### Supply network

Scale bar: 20 um. Pins as bars on the die edge. Tap cells in gray.
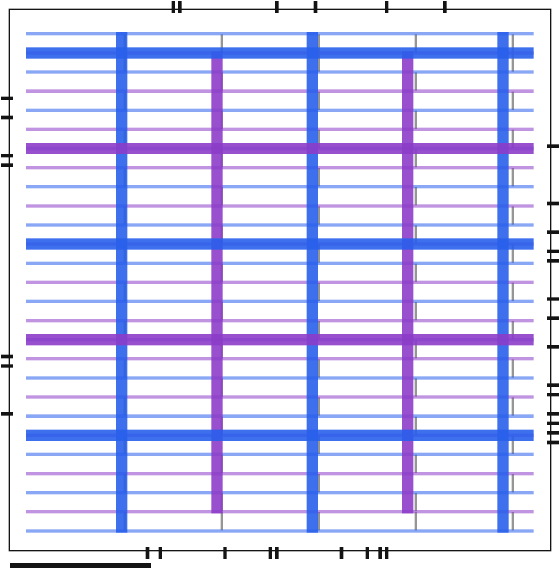
### Cell classes on the final placement

Scale bar: 20 um.
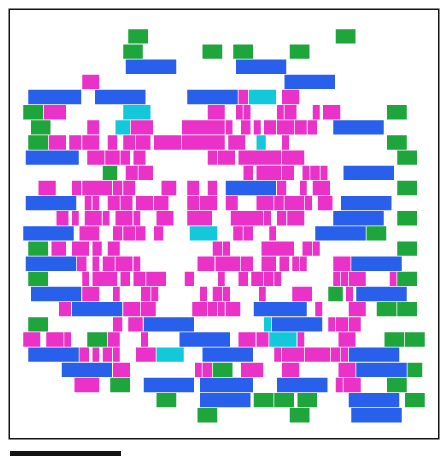
### Clock network drawn from the DEF

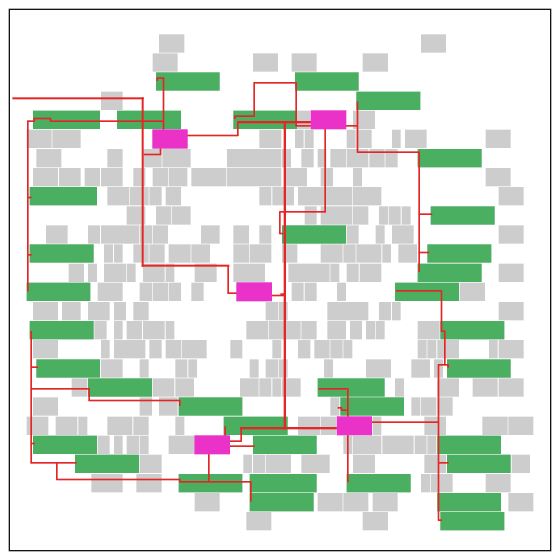
### Metal layers overlaid

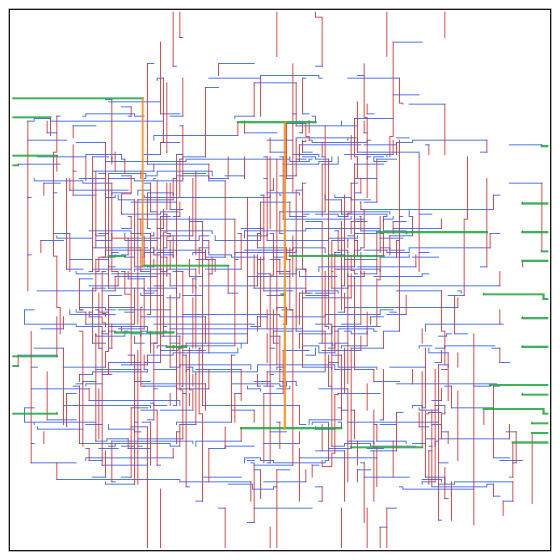
<file path="src/rtl/vga_timing_gen.sv">
// Raster timing generator: pixel/line counters, registered display-enable and
// line/frame strobes, and hs/vs delayed to line up with registered downstream RGB.
module vga_timing_gen #(
    parameter int H_VISIBLE  = 640,
    parameter int H_FP       = 16,
    parameter int H_SYNC     = 96,
    parameter int H_BP       = 48,
    parameter int V_VISIBLE  = 480,
    parameter int V_FP       = 10,
    parameter int V_SYNC     = 2,
    parameter int V_BP       = 33,
    parameter int SYNC_DELAY = 1
) (
    input  logic       vga_clk,
    input  logic       reset_n,
    input  logic       pix_en,
    output logic [9:0] DrawX,
    output logic [9:0] DrawY,
    output logic       blank,
    output logic       hs,
    output logic       vs,
    output logic       line_end,
    output logic       frame_start,
    output logic [7:0] frame_count
);

    localparam int H_TOTAL = H_VISIBLE + H_FP + H_SYNC + H_BP;
    localparam int V_TOTAL = V_VISIBLE + V_FP + V_SYNC + V_BP;

    generate
        if (H_TOTAL > 1024 || V_TOTAL > 1024 || SYNC_DELAY > 4 || SYNC_DELAY < 0) begin : g_param_check
            $error("vga_timing_gen: totals must fit 10 bits and SYNC_DELAY must be 0..4");
        end
    endgenerate

    localparam logic [9:0] H_LAST     = 10'(H_TOTAL - 1);
    localparam logic [9:0] V_LAST     = 10'(V_TOTAL - 1);
    localparam logic [9:0] H_VIS_END  = 10'(H_VISIBLE);
    localparam logic [9:0] V_VIS_END  = 10'(V_VISIBLE);
    localparam logic [9:0] HS_FIRST   = 10'(H_VISIBLE + H_FP);
    localparam logic [9:0] HS_LAST    = 10'(H_VISIBLE + H_FP + H_SYNC - 1);
    localparam logic [9:0] VS_FIRST   = 10'(V_VISIBLE + V_FP);
    localparam logic [9:0] VS_LAST    = 10'(V_VISIBLE + V_FP + V_SYNC - 1);

    logic [9:0] x_next;
    logic [9:0] y_next;
    logic [7:0] fc_next;
    logic       blank_next;
    logic       hsync_next;
    logic       vsync_next;
    logic       line_end_next;
    logic       frame_start_next;

    // Element 0 is aligned with DrawX/DrawY; element SYNC_DELAY drives the pins.
    logic [SYNC_DELAY:0] hs_pipe;
    logic [SYNC_DELAY:0] vs_pipe;

    // Next-count and decode: everything below is registered from these values,
    // so the decoded flags share the counters' timing.
    always_comb begin
        x_next  = DrawX + 10'd1;
        y_next  = DrawY;
        fc_next = frame_count;
        if (DrawX == H_LAST) begin
            x_next = 10'd0;
            if (DrawY == V_LAST) begin
                y_next  = 10'd0;
                fc_next = frame_count + 8'd1;
            end else begin
                y_next = DrawY + 10'd1;
            end
        end
        blank_next       = (x_next < H_VIS_END) && (y_next < V_VIS_END);
        hsync_next       = !((x_next >= HS_FIRST) && (x_next <= HS_LAST));
        vsync_next       = !((y_next >= VS_FIRST) && (y_next <= VS_LAST));
        line_end_next    = (x_next == H_LAST);
        frame_start_next = (x_next == 10'd0) && (y_next == 10'd0);
    end

    // Counter / decode register stage and sync delay line
    always_ff @(posedge vga_clk or negedge reset_n) begin
        if (!reset_n) begin
            DrawX       <= 10'd0;
            DrawY       <= 10'd0;
            frame_count <= 8'd0;
            blank       <= 1'b0;
            line_end    <= 1'b0;
            frame_start <= 1'b0;
            hs_pipe     <= '1;
            vs_pipe     <= '1;
        end else if (pix_en) begin
            DrawX       <= x_next;
            DrawY       <= y_next;
            frame_count <= fc_next;
            blank       <= blank_next;
            line_end    <= line_end_next;
            frame_start <= frame_start_next;
            hs_pipe[0]  <= hsync_next;
            vs_pipe[0]  <= vsync_next;
            for (int i = 1; i <= SYNC_DELAY; i++) begin
                hs_pipe[i] <= hs_pipe[i-1];
                vs_pipe[i] <= vs_pipe[i-1];
            end
        end
    end

    assign hs = hs_pipe[SYNC_DELAY];
    assign vs = vs_pipe[SYNC_DELAY];

endmodule

</file>
<file path="config.mk">
export PLATFORM = sky130hd
export DESIGN_NAME = vga_timing_gen
export DESIGN_NICKNAME = d
export VERILOG_FILES = /design/src/rtl/vga_timing_gen.sv
export SDC_FILE = /design/constraint.sdc
export NUM_CORES = 1
export LEC_CHECK = 0
export CAP_MARGIN = 20
export CELL_PAD_IN_SITES_DETAIL_PLACEMENT = 0
export CELL_PAD_IN_SITES_GLOBAL_PLACEMENT = 1
export CORE_MARGIN = 2
export CORE_UTILIZATION = 41
export DETAILED_ROUTE_END_ITERATION = 6
export PLACE_DENSITY = 0.88
export SYNTH_ARGS = -nofsm -noshare
export SYNTH_HDL_FRONTEND = slang
export SYNTH_SLANG_ARGS = --single-unit
</file>
<file path="constraint.sdc">
create_clock -name vga_clk -period 3.2 [get_ports vga_clk]
set_input_delay 0.32 -clock vga_clk [delete_from_list [all_inputs] [get_ports vga_clk]]
set_output_delay 0.32 -clock vga_clk [all_outputs]
set_load 0.05 [all_outputs]
</file>
==> summary.txt <==
The synthesis and PnR run went through. The pin closest to its max-slew limit shows a slew of 0.505 ns. Summing the areas of all compound-gate instances in the mapped netlist gives 13.8% of the synthesized area. Final non-filler cell area landed at 2660 um2. The cell type that accounts for the most area after synthesis is sky130_fd_sc_hd__dfrtp_1. After filler insertion, the fill cell instance count of the layout stands at 492.

Area inside the core boundary landed at 5110 um2. Wires add up to 4860 um. Wire length the detailed router placed on met1 landed at 2180 um. Counting endpoints that fail hold in the final report gives 0. TritonCTS built the clock tree.

Register share of total power landed at 40.9%. Per the detail_route log, the uppermost layer with routed signals is met4. Cell count listed in synth_stat.txt landed at 229. Number of buffers outside the clock class in the layout landed at 38. Final net count landed at 269.

Worst vdd rail ir drop landed at 470 uV. In the layout the commonest cells are sky130_fd_sc_hd__clkdlybuf4s50_1 (35), sky130_fd_sc_hd__dfrtp_1 (31), sky130_fd_sc_hd__nand2_1 (26), sky130_fd_sc_hd__xnor2_1 (18), sky130_fd_sc_hd__nor2_1 (15). The later pin in the worst-skew pair is clocked with a latency of 0.29 ns.

After the first detailed-routing iteration, the DRC count stood at 130. Proportion of synthesized chip area in sequential cells landed at 40.5%. The run finished with clean final reports. Share of Yosys cell area claimed by the top area cell type landed at 35.7%. Antenna cell count landed at 0. Number of placement rows landed at 26. Per the OpenROAD floorplan log, the area of the die is 5900 um2. Die extent in x landed at 76.8 um. The longest incremental delay of any stage on the critical path is reported as 0.44 ns. Detailed placement HPWL landed at 3530 um. The post-CTS hold buffer count recorded in the log is 0. The largest part of the power goes to sequential cells. The slowest stage of the critical path belongs to the cell sky130_fd_sc_hd__dfrtp_1. The worst setup path is launched from a register. In this run the layout overhead on the synthesized area is reported as 22.3%. Worst-path maximum fanout landed at 9.

Utilization after layout landed at 52.1%. Entering global routing, the biggest net connects 36 pins. Via count of the first global-routing pass landed at 1745.

Total power consumption of the routed design landed at 1.51 mW. Setup repair after global routing left no endpoint under its margin. For this run, the number of standard cells in the final layout without fillers is 332. The synthesized netlist devotes 25.4% of its cell area to simple gates. After synthesis, the cell types taking the most area are sky130_fd_sc_hd__dfrtp_1 (36%), sky130_fd_sc_hd__xnor2_1 (7.2%), sky130_fd_sc_hd__dfstp_2 (4.8%). Portion of netlist area occupied by mux cells landed at 3.45%. Per the timing report, the most critical flop-to-flop path finishes at frame_start. Counting pins that exceed their max-slew limit in the final report gives 0.

Final hold analysis gives a worst-case slack of 0.449 ns. After detailed routing, the number of vias per cell comes to 5.39. First-pass GRT wire length landed at 8600 um. The H-tree generated during clock tree synthesis spans 2 levels. The buffer_ports step reported a buffer count of 35. In this run, power in combinational logic comes to 581 uW. OpenROAD reports that the post-layout worst path occupies 80.3% of the period. Per the layout report, the design carries 7 non-clock inverters.

Clock transition at the register clock pins on the worst setup and hold paths after CTS landed at 0.07 ns. Area fraction in xor and xnor cells landed at 10.0%. Total sequential power landed at 618 uW. Total number of yosys warnings landed at 0.

Number of distinct library cells after synthesis landed at 55. Per the repair_timing log after CTS, setup buffers inserted total 0. Floorplan core density landed at 42.6%.

Inserted tap cell count landed at 70. From bottom edge to top edge, the die measures 76.8 um. For the worst setup path, the data required time is 3.40 ns. CTS added clock buffers totalling 5.

The area taken by multi-input combinational cells is reported as 1210 um2. The library cell used most frequently in the layout, excluding fill and tap cells, is sky130_fd_sc_hd__clkdlybuf4s50_1. Net count after synthesis landed at 237. After detailed routing, the number of remaining DRC violations is 0. For flop-to-flop paths, the worst setup slack is 0.63 ns.

According to the cell report, the number of logic gates is 174. According to the I/O placement log, the pin count is 36. Across the whole layout, storage elements make up 33.1% of the cell area. The synthesis run identifies the leading combinational cell family as simple AND/OR/NAND/NOR gates. By startpoint and endpoint, the worst setup path is classified as reg2reg. For this design, the sink count on the clock tree is 35. The layout report lists the clock-cell share of area as 3.20%. The launch point of the worst register-to-register path is recorded as DrawX[1]. Net switching fraction of the power landed at 42.3%. Final worst clock skew landed at 0.00773 ns. Setup violations remaining at the end of the flow were counted as 0. Setup slack of the critical path after layout landed at 0.632 ns. Gate count after technology mapping landed at 229. For reference, the critical path is launched at DrawX[1].

Clock buffer instance count of the final layout landed at 6. Synthesis-stage register bit count landed at 35. The report lists the cells along the critical path as ha_1 -> and4_1 -> and3_1 -> a21oi_1 -> a2111oi_0 -> nand4b_1 -> o32ai_2. Post-CTS repair ended up resizing 0 cells.
## Picture notes: 'Supply network'
| net | color |
|---|---|
| VDD | purple |
| VSS | blue |
met5 straps: 5
met1 rails: 27
signal pins: 36

## Picture notes: 'Cell classes on the final placement'
| class | color | cells | share of their area |
|---|---|---|---|
| clock drivers and dummy loads | cyan | 8 | 3.3% |
| registers | blue | 35 | 34% |
| remaining logic cells | magenta | 181 | 48% |
| remaining buffers and delay cells | green | 38 | 15% |

## Picture notes: 'Clock network drawn from the DEF'
[clock wires] red | length: 481 um
[flip-flops] green | count: 35
[clock-net drivers] magenta | count: 5
flops lie: widely spread
routed clock nets: 6

## Picture notes: 'Metal layers overlaid'
| layer | color | wire length |
|---|---|---|
| M3 | green | 192 um |
| M2 | red | 2410 um |
| M4 | orange | 67.3 um |
| M1 | blue | 2180 um |
detailed-route via count: 1789
overall routing resource usage: 18.2%

==> worst min-delay path by stage <==
stage,from,end,slack (ns),cells past startpoint
after floorplan,reset_n,DrawX[0],0.02,0
after detailed placement,frame_count[7],frame_count[7],0.47,1
after CTS,reset_n,DrawY[1],0.46,2
final,reset_n,DrawX[3],0.45,2
after global placement,frame_count[7],frame_count[7],0.46,1
after global routing,reset_n,frame_count[2],0.48,2
==> synth_stat cells (2+ instances only) <==
cell type                  instances
sky130_fd_sc_hd__a21o_1            3
sky130_fd_sc_hd__a21oi_1           8
sky130_fd_sc_hd__a31oi_1           4
sky130_fd_sc_hd__and2_1            2
sky130_fd_sc_hd__and3_1            6
sky130_fd_sc_hd__buf_2             4
sky130_fd_sc_hd__clkbuf_1          7
sky130_fd_sc_hd__dfrtp_1          31
sky130_fd_sc_hd__dfstp_2           4
sky130_fd_sc_hd__ha_1              5
sky130_fd_sc_hd__inv_1             6
sky130_fd_sc_hd__mux2_2            3
sky130_fd_sc_hd__mux2i_1           3
sky130_fd_sc_hd__nand2_1          26
sky130_fd_sc_hd__nand3_1          10
sky130_fd_sc_hd__nand4_1           8
sky130_fd_sc_hd__nand4b_1          2
sky130_fd_sc_hd__nor2_1           15
sky130_fd_sc_hd__nor2b_1           3
sky130_fd_sc_hd__nor3_1            7
sky130_fd_sc_hd__nor3b_1           3
sky130_fd_sc_hd__nor4_4            3
sky130_fd_sc_hd__o21ai_0           9
sky130_fd_sc_hd__o21ai_1           2
sky130_fd_sc_hd__o31ai_1           3
sky130_fd_sc_hd__or3_1             2
sky130_fd_sc_hd__xnor2_1          18
sky130_fd_sc_hd__xor2_1            5
==> metal layers <==
layer  GRT usage, %  vias to the layer above
li1               -                      885
met1           23.1                      858
met2           30.4                       41
met3           4.59                        5
met4           5.64                        0
met5              0                        -
Power and IR drop assume default switching activity.
